$ cat src/rtl/keypad_scanner.sv
// 4x4 matrix keypad scanner: walks active-low column drives, debounces one
// pressed row at a time and shifts accepted hex codes into a 16-bit history.
module keypad_scanner #(
    parameter int unsigned SCAN_PERIOD    = 50000,
    parameter int unsigned DEBOUNCE_TICKS = 4
) (
    input  logic        clk,
    input  logic        rst,
    input  logic [3:0]  rows,
    output logic [3:0]  cols,
    input  logic        clr,
    output logic        key_valid,
    output logic [3:0]  key_code,
    output logic [15:0] dataout
);

    localparam int unsigned TICK_W = (SCAN_PERIOD > 2) ? $clog2(SCAN_PERIOD) : 1;
    localparam int unsigned CNT_W  = 4;

    typedef enum logic [1:0] {
        SCAN     = 2'd0,
        DEBOUNCE = 2'd1,
        HELD     = 2'd2,
        RELEASE  = 2'd3
    } state_e;

    state_e              state_q, state_d;
    logic [TICK_W-1:0]   tick_cnt_q, tick_cnt_d;
    logic [CNT_W-1:0]    cnt_q, cnt_d;
    logic [3:0]          cols_q, cols_d;
    logic [1:0]          row_q, row_d;
    logic [3:0]          sync1_q, sync2_q;
    logic                key_valid_q, key_valid_d;
    logic [3:0]          key_code_q, key_code_d;
    logic [15:0]         dataout_q, dataout_d;

    logic                tick_c;
    logic                key_c;
    logic [1:0]          row_c;
    logic [1:0]          col_c;
    logic                accept_c;
    logic [3:0]          code_c;

    function automatic logic [3:0] key_map(input logic [1:0] r, input logic [1:0] c);
        logic [3:0] code;
        case ({r, c})
            4'b00_00: code = 4'h1;
            4'b00_01: code = 4'h2;
            4'b00_10: code = 4'h3;
            4'b00_11: code = 4'hA;
            4'b01_00: code = 4'h4;
            4'b01_01: code = 4'h5;
            4'b01_10: code = 4'h6;
            4'b01_11: code = 4'hB;
            4'b10_00: code = 4'h7;
            4'b10_01: code = 4'h8;
            4'b10_10: code = 4'h9;
            4'b10_11: code = 4'hC;
            4'b11_00: code = 4'hE;
            4'b11_01: code = 4'h0;
            4'b11_10: code = 4'hF;
            default:  code = 4'hD;
        endcase
        return code;
    endfunction

    // Free-running scan tick, independent of FSM state
    always_comb begin
        tick_c     = (tick_cnt_q == TICK_W'(SCAN_PERIOD - 1));
        tick_cnt_d = tick_c ? '0 : tick_cnt_q + TICK_W'(1);
    end

    // Exactly one low row is a key; anything else is treated as no key
    always_comb begin
        key_c = 1'b1;
        row_c = 2'd0;
        case (sync2_q)
            4'b1110: row_c = 2'd0;
            4'b1101: row_c = 2'd1;
            4'b1011: row_c = 2'd2;
            4'b0111: row_c = 2'd3;
            default: key_c = 1'b0;
        endcase
    end

    always_comb begin
        case (cols_q)
            4'b1101: col_c = 2'd1;
            4'b1011: col_c = 2'd2;
            4'b0111: col_c = 2'd3;
            default: col_c = 2'd0;
        endcase
    end

    assign code_c = key_map(row_q, col_c);

    always_comb begin
        state_d  = state_q;
        cols_d   = cols_q;
        row_d    = row_q;
        cnt_d    = cnt_q;
        accept_c = 1'b0;
        if (tick_c) begin
            case (state_q)
                SCAN: begin
                    if (key_c) begin
                        row_d   = row_c;
                        cnt_d   = CNT_W'(1);
                        state_d = DEBOUNCE;
                    end else begin
                        cols_d = {cols_q[2:0], cols_q[3]};
                    end
                end
                DEBOUNCE: begin
                    if (key_c && (row_c == row_q)) begin
                        if (cnt_q == CNT_W'(DEBOUNCE_TICKS - 1)) begin
                            accept_c = 1'b1;
                            cnt_d    = '0;
                            state_d  = HELD;
                        end else begin
                            cnt_d = cnt_q + CNT_W'(1);
                        end
                    end else begin
                        cnt_d   = '0;
                        cols_d  = {cols_q[2:0], cols_q[3]};
                        state_d = SCAN;
                    end
                end
                HELD: begin
                    if (!key_c) begin
                        cnt_d   = CNT_W'(1);
                        state_d = RELEASE;
                    end
                end
                RELEASE: begin
                    // Column stays put on exit so the same column is re-checked first
                    if (!key_c) begin
                        if (cnt_q == CNT_W'(DEBOUNCE_TICKS - 1)) begin
                            cnt_d   = '0;
                            state_d = SCAN;
                        end else begin
                            cnt_d = cnt_q + CNT_W'(1);
                        end
                    end else begin
                        cnt_d   = '0;
                        state_d = HELD;
                    end
                end
                default: begin
                    cnt_d   = '0;
                    state_d = SCAN;
                end
            endcase
        end
    end

    // Output registers; clr only touches the history
    always_comb begin
        key_valid_d = accept_c;
        key_code_d  = accept_c ? code_c : key_code_q;
        dataout_d   = dataout_q;
        if (clr) begin
            dataout_d = accept_c ? {12'h000, code_c} : 16'h0000;
        end else if (accept_c) begin
            dataout_d = {dataout_q[11:0], code_c};
        end
    end

    always_ff @(posedge clk) begin
        if (rst) begin
            state_q     <= SCAN;
            tick_cnt_q  <= '0;
            cnt_q       <= '0;
            cols_q      <= 4'b1110;
            row_q       <= 2'd0;
            sync1_q     <= 4'b1111;
            sync2_q     <= 4'b1111;
            key_valid_q <= 1'b0;
            key_code_q  <= 4'h0;
            dataout_q   <= 16'h0000;
        end else begin
            state_q     <= state_d;
            tick_cnt_q  <= tick_cnt_d;
            cnt_q       <= cnt_d;
            cols_q      <= cols_d;
            row_q       <= row_d;
            sync1_q     <= rows;
            sync2_q     <= sync1_q;
            key_valid_q <= key_valid_d;
            key_code_q  <= key_code_d;
            dataout_q   <= dataout_d;
        end
    end

    assign cols      = cols_q;
    assign key_valid = key_valid_q;
    assign key_code  = key_code_q;
    assign dataout   = dataout_q;

endmodule

$ cat config.mk
export PLATFORM = sky130hd
export DESIGN_NAME = keypad_scanner
export DESIGN_NICKNAME = d
export VERILOG_FILES = /design/src/rtl/keypad_scanner.sv
export SDC_FILE = /design/constraint.sdc
export NUM_CORES = 1
export LEC_CHECK = 0
export CELL_PAD_IN_SITES_DETAIL_PLACEMENT = 1
export CELL_PAD_IN_SITES_GLOBAL_PLACEMENT = 1
export CORE_MARGIN = 5
export CORE_UTILIZATION = 45
export CTS_CLUSTER_DIAMETER = 30
export CTS_CLUSTER_SIZE = 24
export DETAILED_ROUTE_END_ITERATION = 8
export GPL_TIMING_DRIVEN = 0
export MAX_ROUTING_LAYER = met4
export PLACE_DENSITY_LB_ADDON = 0.1
export SLEW_MARGIN = 10
export SYNTH_ARGS = -nofsm -noshare
export SYNTH_HDL_FRONTEND = slang
export SYNTH_SLANG_ARGS = --single-unit
$ cat constraint.sdc
create_clock -name clk -period 4.05 [get_ports clk]
set_input_delay 0.81 -clock clk [delete_from_list [all_inputs] [get_ports clk]]
set_output_delay 0.81 -clock clk [all_outputs]
set_load 0.1 [all_outputs]
==> results.toml, run 1 <==
# physical design summary
[outcome]
status = "completed"

[placement]
dpl-instance-area_mm2 = 0.00306

[synthesis]
yosys_warnings = 0
edf_count = 0
ys_types = 51
floorplan.nets = 318
avgSynthCellArea_um2 = 8.73
synth-area-yosys_mm2 = 0.00265

[drt]
drt_iter0_markers = 70
num_vias = 2281
wl_per_cell_um = 14.7
wirelength_um = 6240
via_per_inst = 5.35
antenna_left = 0

[setup_path]
crit_buf_inv = 1
critical_path_class = "flop to output port"
ff2ff_setup_slack_ps = 1720
critPathRequiredTime_ps = 3240
path_cells = "clkdlybuf4s50_1"
arrival_ps = 1930

[floorplanning]
chipArea_mm2 = 0.00753
die_y_um = 86.8
coreArea_mm2 = 0.00582

[layout]
utilization_pct = 55.5
mostFrequentLayoutCell = "dfxtp_1"

[sta]
final-setup-viol-count = 0
post-route-period-util_pct = 67.7
slew_headroom_pct = 34.8
finalSetupTns_ps = 0
hold_viol = 0
post-route-min-period_ps = 2740

[cts]
clock_path_buffers = 2
root_buffer = "clkbuf_8"
cts.clk_slew.worst_paths_ps = 70

[pwr]
power_density_mw_per_mm2 = 331

[min_path]
worstHoldStart = "sync1_q[1]"
hold_depth = 1
[run 1: area by class of cell]
cell class / instances / area share, %
Multi-Input combinational cell: 222 / 43.3
Sequential cell: 57 / 35.3
Timing Repair Buffer: 31 / 9.61
Clock buffer: 9 / 3.84
Tap cell: 75 / 2.91
Buffer: 16 / 2.52
Clock inverter: 7 / 1.43
Inverter: 9 / 1.05
[run 1: power by group]
| part | internal, mW | switching [mW] |
|---|---|---|
| clock network | 0.220 | 0.235 |
| logic | 0.0187 | 0.0256 |
| registers | 0.567 | 0.00340 |
[run 1: worst max path at each step]
stage / depth (start not counted) / endpoint / slack [ps] / startpoint
finish: 1 / cols[3] / 1310 / cols[3]
global route: 1 / cols[3] / 1240 / cols[3]
CTS: 1 / cols[3] / 1280 / cols[3]
detailed placement: 4 / cnt_q[0] / 1550 / rst
global placement: 4 / state_q[0] / 1550 / rst
floorplan: 7 / key_code[1] / 1490 / cols[3]
[run 1: state kept, by name, indices dropped and copies added (netlist names)]
register and cells:
tick_cnt_q 16, dataout 16, row_q 2, key_code 4
cnt_q 4, cols 4, sync2_q 4, key_valid 1
sync1_q 4, state_q 2
[run 1: metal layers]
metal | vias to the layer above | wire length, um | global-route usage (%) | part of all wire (%)
li1 | 1127 | - | - | -
met1 | 1098 | 2760 | 21.5 | 44
met2 | 45 | 3080 | 31.3 | 49
met3 | 11 | 301 | 5.23 | 4.8
met4 | 0 | 102 | 7.79 | 1.6
met5 | - | 0 | - | 0
[run 1: kinds of logic after synthesis]
logic type / share of synthesized area [%]
AND-OR/OR-AND: 11.2
XOR/XNOR: 5.61
adder cells (fa/ha/maj): 3.30
buffers and inverters: 4.34
flip-flops: 43.0
multiplexers: 2.03
AND/OR/NAND/NOR: 30.5
[run 1: metrics by stage]
step	hold WS [ps]	worst slack, ps
2_1_floorplan	389	1490
3_3_place_gp	391	1550
3_5_place_dp	399	1550
4_1_cts	417	1280
5_1_grt	439	1240
6_report	413	1310
[run 1: cells in the mapped netlist (all sizes together) (4+ instances only)]
cell type | n | area share [%]
a21oi | 27 | 5.1
clkbuf | 9 | 1.3
dfxtp | 57 | 43
or2 | 10 | 2.4
nand3 | 7 | 1.5
nor4 | 4 | 2.3
o211ai | 4 | 1.1
nand4 | 6 | 1.4
nor2 | 29 | 4.1
xor2 | 10 | 3.3
nand2 | 48 | 6.9
inv | 9 | 1.3
nand3b | 8 | 2.8
xnor2 | 7 | 2.3
or3 | 4 | 0.94
ha | 7 | 3.3
o21ai | 6 | 1.1
nor3 | 7 | 1.7
nand2b | 5 | 1.2
buf | 7 | 1.8
**Run 1: clock wiring as the flow saved it**

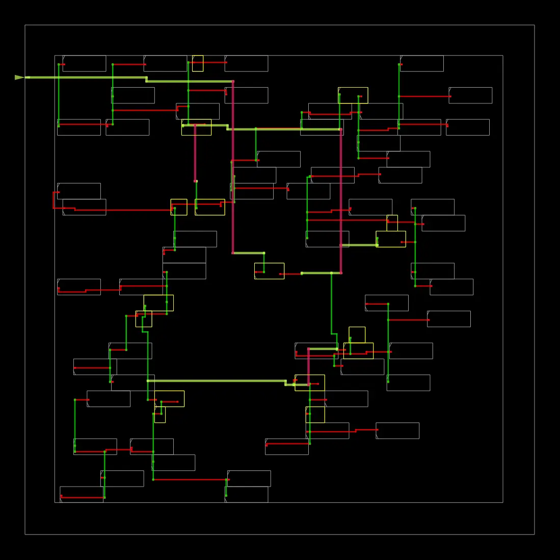
clock buffers: 9
clock latency at the later pin of the worst-skew pair: 330 ps
cts bufs inserted: 9
Sink Count: 57
clock group power: 0.454 mW

**Run 1: register map, names as in the netlist**

Bar = 20 um. Other sequential cells in the stronger gray, the rest of the logic in the fainter gray.
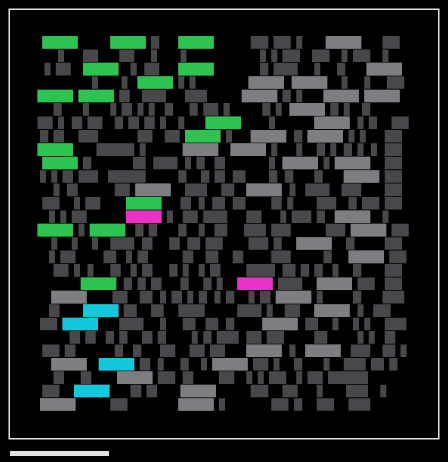
[tick_cnt_q] green | sequential cells: 16
[sync2_q] cyan | sequential cells: 4 | where: south-west
[state_q] magenta | sequential cells: 2
not colored: 35

**Run 1: routed metal, one color a layer**

Two of the layers only.
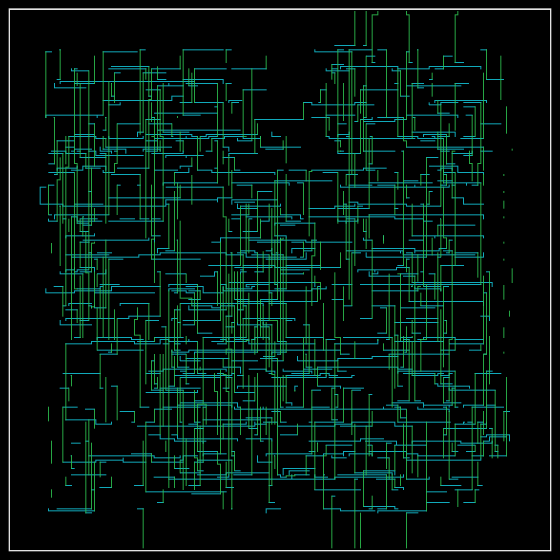
[M1] cyan | wire length: 2760 um
[M2] green | wire length: 3080 um

**Run 1: pin map**

Pins as bars across the die edge, other pins in gray.
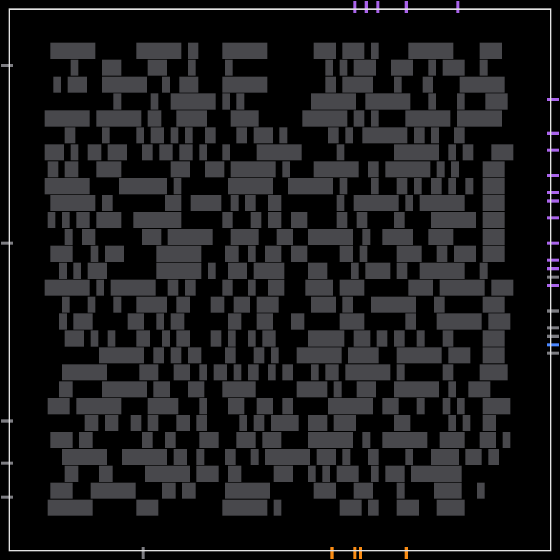
[dataout] purple | pins: 16 | direction: output | edge: 11 east, 5 north
[key_valid] blue | pins: 1 | direction: output | edge: east
[cols] orange | pins: 4 | direction: output | edge: south
all pins by edge: 17 east, 5 west, 5 south, 5 north

## Run 2: what changed since run 1
--- a/config.mk
+++ b/config.mk
@@ -8,7 +8,7 @@
 export CELL_PAD_IN_SITES_DETAIL_PLACEMENT = 1
 export CELL_PAD_IN_SITES_GLOBAL_PLACEMENT = 1
 export CORE_MARGIN = 5
-export CORE_UTILIZATION = 45
+export CORE_UTILIZATION = 38
 export CTS_CLUSTER_DIAMETER = 30
 export CTS_CLUSTER_SIZE = 24
 export DETAILED_ROUTE_END_ITERATION = 8
==> constraint.sdc (replaced) <==
create_clock -name clk -period 2.51 [get_ports clk]
set_input_delay 0.502 -clock clk [delete_from_list [all_inputs] [get_ports clk]]
set_output_delay 0.502 -clock clk [all_outputs]
set_load 0.1 [all_outputs]
**Run 2: routed metal, one color a layer**

Two of the layers only.
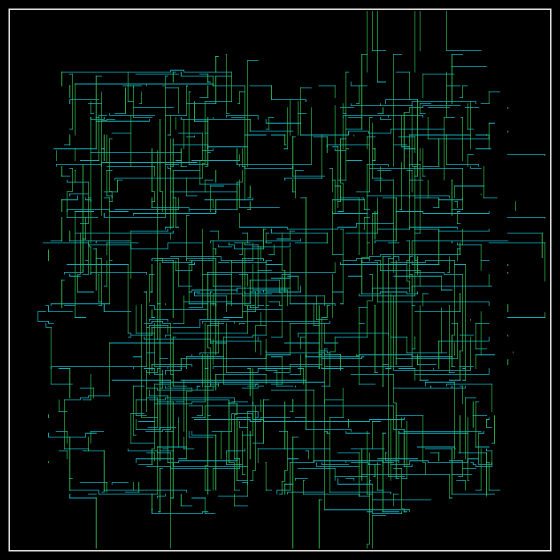
[M2] green | wire length: 2920 um
[M1] cyan | wire length: 2900 um

==> results.toml, run 2 <==
# physical design summary
[min_path]
hold_path_class = "flop to flop"

[synthesis]
ys_top_cells_by_count = "dfxtp_1, nand2_1, nor2_1, a21oi_1, xor2_1"
floorplan.nets = 318
synth-area-yosys_mm2 = 0.00265
yosys_warnings = 0
avgSynthCellArea_um2 = 8.73
ys_types = 51
largest_area_cell = "dfxtp_1"
synth_top_cell_by_count = "dfxtp_1"
edf_count = 0

[outcome]
status = "completed"

[setup_path]
critical_path_class = "flop to output port"
path_cells = "clkdlybuf4s50_1"
crit_buf_inv = 1
critPathRequiredTime_ps = 2010
arrival_ps = 1870

[placement]
post-place-ws_ps = 194

[cts]
cts_buffers = 9
root_buffer = "clkbuf_8"
clk_latency_ps = 330
clkSinkCount = 57
clock_path_buffers = 2
cts.clk_slew.worst_paths_ps = 70

[drt]
via_per_inst = 4.95
wl_per_cell_um = 13.7
routedLengthMet1_um = 2900
wl_met2_um = 2920
top_layer_used = "met4"
drt_iter0_markers = 80
wirelength_um = 6140
antenna_left = 0
wl_met3_um = 243

[sta]
hold_viol = 0
setup_ws_ps = 139
post-route-min-period_ps = 2370
post-route-period-util_pct = 94.5
slew_headroom_pct = 34.7
finalSetupTns_ps = 0

[floorplanning]
die_y_um = 93.6
coreArea_mm2 = 0.00679
chipArea_mm2 = 0.00876

[pwr]
power_density_mw_per_mm2 = 589
**Run 2: gate families picked out**

Bar = 20 um.
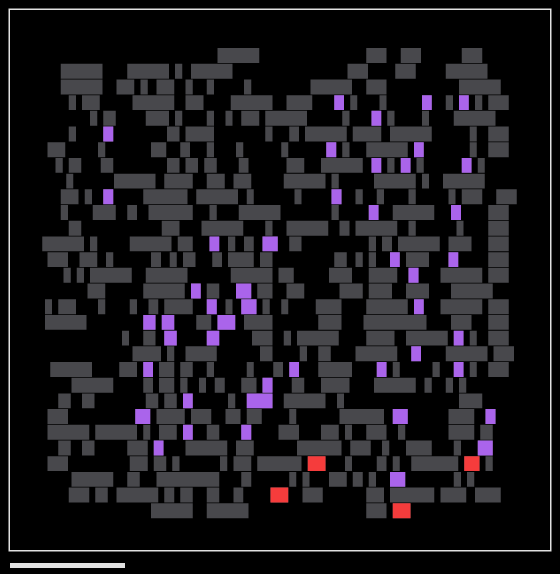
[non-inverting ao/oa cells] red | cells: 4
[aoi and oai cells] purple | cells: 46

run 2: through the flow:
step / hold WS, ps / total power, mW / std cells / utilization, % / area [um2]
detailed placement: 399 / 1.01 / 431 / 45.5 / 3090
global placement: 391 / 1.01 / 431 / 45.5 / 3090
global route: 429 / 2.05 / 448 / 48.9 / 3320
floorplan: 389 / 0.986 / 304 / - / 2660
finish: 413 / 1.96 / 448 / 48.9 / 3320
CTS: 415 / 1.99 / 447 / 48.8 / 3320
run 2: final timing paths:
| kind | startpoint | to | slack, ps | cells past startpoint |
|---|---|---|---|---|
| setup / recovery | cols[3] | cols[3] | 140 | 1 |
| hold / removal | sync1_q[0] | sync2_q[0] | 410 | 1 |
| setup reg to reg | tick_cnt_q[7] | key_code[0] | 180 | 7 |
| hold reg to reg | sync1_q[0] | sync2_q[0] | 410 | 1 |
run 2: power breakdown:
part | internal [mW] | total (mW) | switching, mW
combinational | 0.0303 | 0.0720 | 0.0417
sequential | 0.914 | 0.920 | 0.00544
clock | 0.589 | 0.966 | 0.377
total | 1.53 | 1.96 | 0.424
run 2: routing by layer:
layer  GRT usage, %  up-vias
met5              -        -
met4           5.78        0
met3           3.78        4
met2           24.7       31
met1           19.7     1060
li1               -     1124
run 2: timing repair:
item                                    in CTS  in global routing
gates resized                                0                  0
endpoints found under the setup margin       0                  1
setup buffers                                0                  1
endpoints found under the hold margin        0                  0
run 2: cell families (layout without fill, tap and decap cells):
logic type / Yosys count / count (layout) / share of synthesized area, %
simple gates: 144 / 144 / 30.5
flops: 57 / 57 / 43.0
compound gates: 50 / 50 / 11.2
buf+inv: 25 / 73 / 4.34
xor+xnor: 17 / 17 / 5.61
fa+ha+maj: 7 / 7 / 3.30
mux: 4 / 4 / 2.03
run 2: cell type report:
type                    count  area share [%]
flip-flops and latches     57            34.5
repair buffers             32            9.56
inverters                   9            1.02
well taps                  96            3.61
plain buffers              16            2.45
multi-input cells         222            42.0
clock inverters             6            2.71
clock buffers              10            4.14
## Run 3: what changed since run 2
--- a/config.mk
+++ b/config.mk
@@ -10,7 +10,7 @@
 export CORE_MARGIN = 5
 export CORE_UTILIZATION = 38
 export CTS_CLUSTER_DIAMETER = 30
-export CTS_CLUSTER_SIZE = 24
+export CTS_CLUSTER_SIZE = 16
 export DETAILED_ROUTE_END_ITERATION = 8
 export GPL_TIMING_DRIVEN = 0
 export MAX_ROUTING_LAYER = met4
**Run 3: clock wiring as the flow saved it**

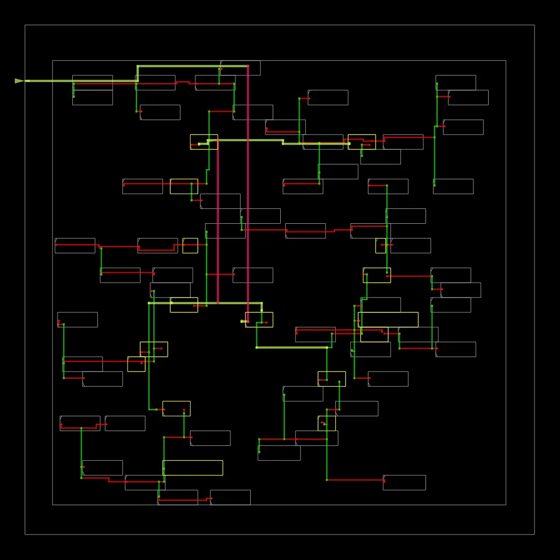
clk_skew: 7.00 ps
Flops: 57
clock group power: 0.966 mW
clock buffers: 10

==> results.toml, run 3 <==
# physical design summary
[floorplanning]
num_rows = 30
die_w_um = 93.6
fp_util_pct = 39.1
coreArea_mm2 = 0.00679
die_y_um = 93.6
chipArea_mm2 = 0.00876

[cts]
cts_tree = "built"
cts.clk_slew.worst_paths_ps = 70
h-tree-depth = 3
root_buffer = "clkbuf_8"
hold_buffers = 0
clkSinkCount = 57
clk_latency_ps = 330
clock_path_buffers = 2
cts_buffers = 9

[outcome]
status = "completed"

[drt]
drt_iter0_markers = 80
via_per_inst = 4.95
wirelength_um = 6140
wl_per_cell_um = 13.7
dr.pass1.iters = 4
antenna_left = 0
num_vias = 2219

[layout]
area_growth_syn_to_layout_pct = 25.3
nets = 361
utilization_pct = 48.9
mostFrequentLayoutCell = "dfxtp_1"
diodes = 0
drive_gt1_share_pct = 15.3
fin_area_mm2 = 0.00332

[setup_path]
arrival_ps = 1870
path_cells = "clkdlybuf4s50_1"
cpPeakStageDelay_ps = 1160
critical_path.slowest_cell = "clkdlybuf4s50_1"
crit_buf_inv = 1
critical_path_peak_fanout = 5
end_kind = "output port"
crit_family = "buffers and inverters"
critPathRequiredTime_ps = 2010
critical_path_class = "flop to output port"
startpoint_type = "flop"

[pwr]
vdd_drop_max_mv = 0.271
power_density_mw_per_mm2 = 589

[global_routing]
grt_use_total_pct = 15.7
antenna_found_initial = 0
first_global_vias = 2293
grt_pass1_wl_um = 10600

[sta]
finalMaxSlewViolations = 0
finalSetupTns_ps = 0
hold_viol = 0
post-route-min-period_ps = 2370
slew_headroom_pct = 34.7
final-setup-viol-count = 0
whs_ps = 413
post-route-period-util_pct = 94.5
fmax_mhz = 422

[placement]
gp_congestion = 0.768
dpl-instance-area_mm2 = 0.00309
port_buffers = 31
place_hpwl_um = 4430

[synthesis]
yosysTopAreaCellShare_pct = 43.0
topCellsByArea = "dfxtp_1, nand2_1, a21oi_1, nor2_1, ha_1"
ys_top_cells_by_count = "dfxtp_1, nand2_1, nor2_1, a21oi_1, xor2_1"
synth-area-yosys_mm2 = 0.00265
ys_types = 51
edf_count = 0
synth_seq_share_pct = 43.0
ys_cells = 304
avgSynthCellArea_um2 = 8.73
synthArstFlopShare_pct = 0
synth_area_mm2 = 0.00265
synth-seq-cells = 57
synth_top_cell_by_count = "dfxtp_1"
yosys_warnings = 0
floorplan.nets = 318
largest_area_cell = "dfxtp_1"

[flow_run]
cap_violations = 0
openroad.warnings = 30

[min_path]
hold_path_class = "flop to flop"
**Run 3: register map, names as in the netlist**

Bar = 20 um. Other sequential cells in the stronger gray, the rest of the logic in the fainter gray.
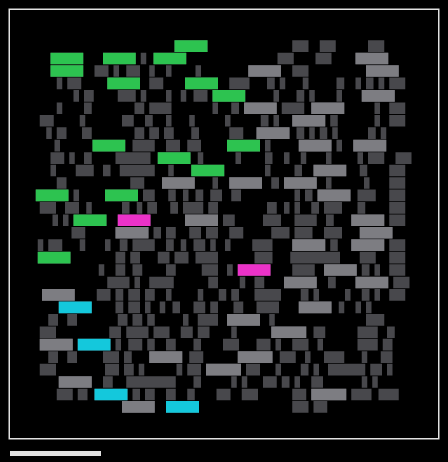
[sync2_q] cyan | sequential cells: 4 | where: south-west
[state_q] magenta | sequential cells: 2
[tick_cnt_q] green | sequential cells: 16

## run 3: cell families after synthesis
kind of cell	count (synthesis)	share of synthesized area [%]
multiplexers	4	2.03
AND/OR/NAND/NOR	144	30.5
AND-OR/OR-AND	50	11.2
XOR/XNOR	17	5.61
flip-flops	57	43.0
buffers and inverters	25	4.34
adder cells (fa/ha/maj)	7	3.30
## run 3: cell type report
| type | instances | area (um2) |
|---|---|---|
| Buffer | 16 | 81.3 |
| Clock buffer | 10 | 138 |
| Clock inverter | 6 | 90.1 |
| Fill cell | 792 | 3470 |
| Inverter | 9 | 33.8 |
| Multi-Input combinational cell | 222 | 1400 |
| Sequential cell | 57 | 1150 |
| Tap cell | 96 | 120 |
| Timing Repair Buffer | 32 | 318 |
## run 3: worst paths after layout
check                           slack, ps           from           to  depth (start not counted)
worst max-delay path                  140        cols[3]      cols[3]                          1
worst min-delay path                  410     sync1_q[0]   sync2_q[0]                          1
worst max register to register        180  tick_cnt_q[7]  key_code[0]                          7
worst min register to register        410     sync1_q[0]   sync2_q[0]                          1
## run 3: what timing repair did
item	CTS	global route
gates resized	0	0
endpoints found under the hold margin	0	0
setup buffers	0	1
setup endpoints to repair	0	1
## run 3: power breakdown
part / internal (mW) / total [mW] / switching (mW) / leakage [nW]
registers: 0.914 / 0.920 / 0.00544 / 0.461
clock network: 0.589 / 0.966 / 0.377 / 0.113
logic: 0.0303 / 0.0720 / 0.0417 / 0.569
## run 3: routing by layer
layer / share of wire (%) / GRT usage [%] / vias up
met1: 47 / 19.7 / 1060
met2: 48 / 24.7 / 31
met4: 1.2 / 5.78 / 0
met5: 0 / - / -
met3: 4.0 / 3.78 / 4
li1: - / - / 1124
## run 3: through the flow
stage / power [mW] / worst slack, ps / cells
finish: 1.96 / 139 / 448
global route: 2.05 / 4.06 / 448
CTS: 1.99 / 72.7 / 447
detailed placement: 1.01 / 194 / 431
global placement: 1.01 / 194 / 431
floorplan: 0.986 / 298 / 304
Power figures rest on the tool's default switching activity, not on a simulated workload.
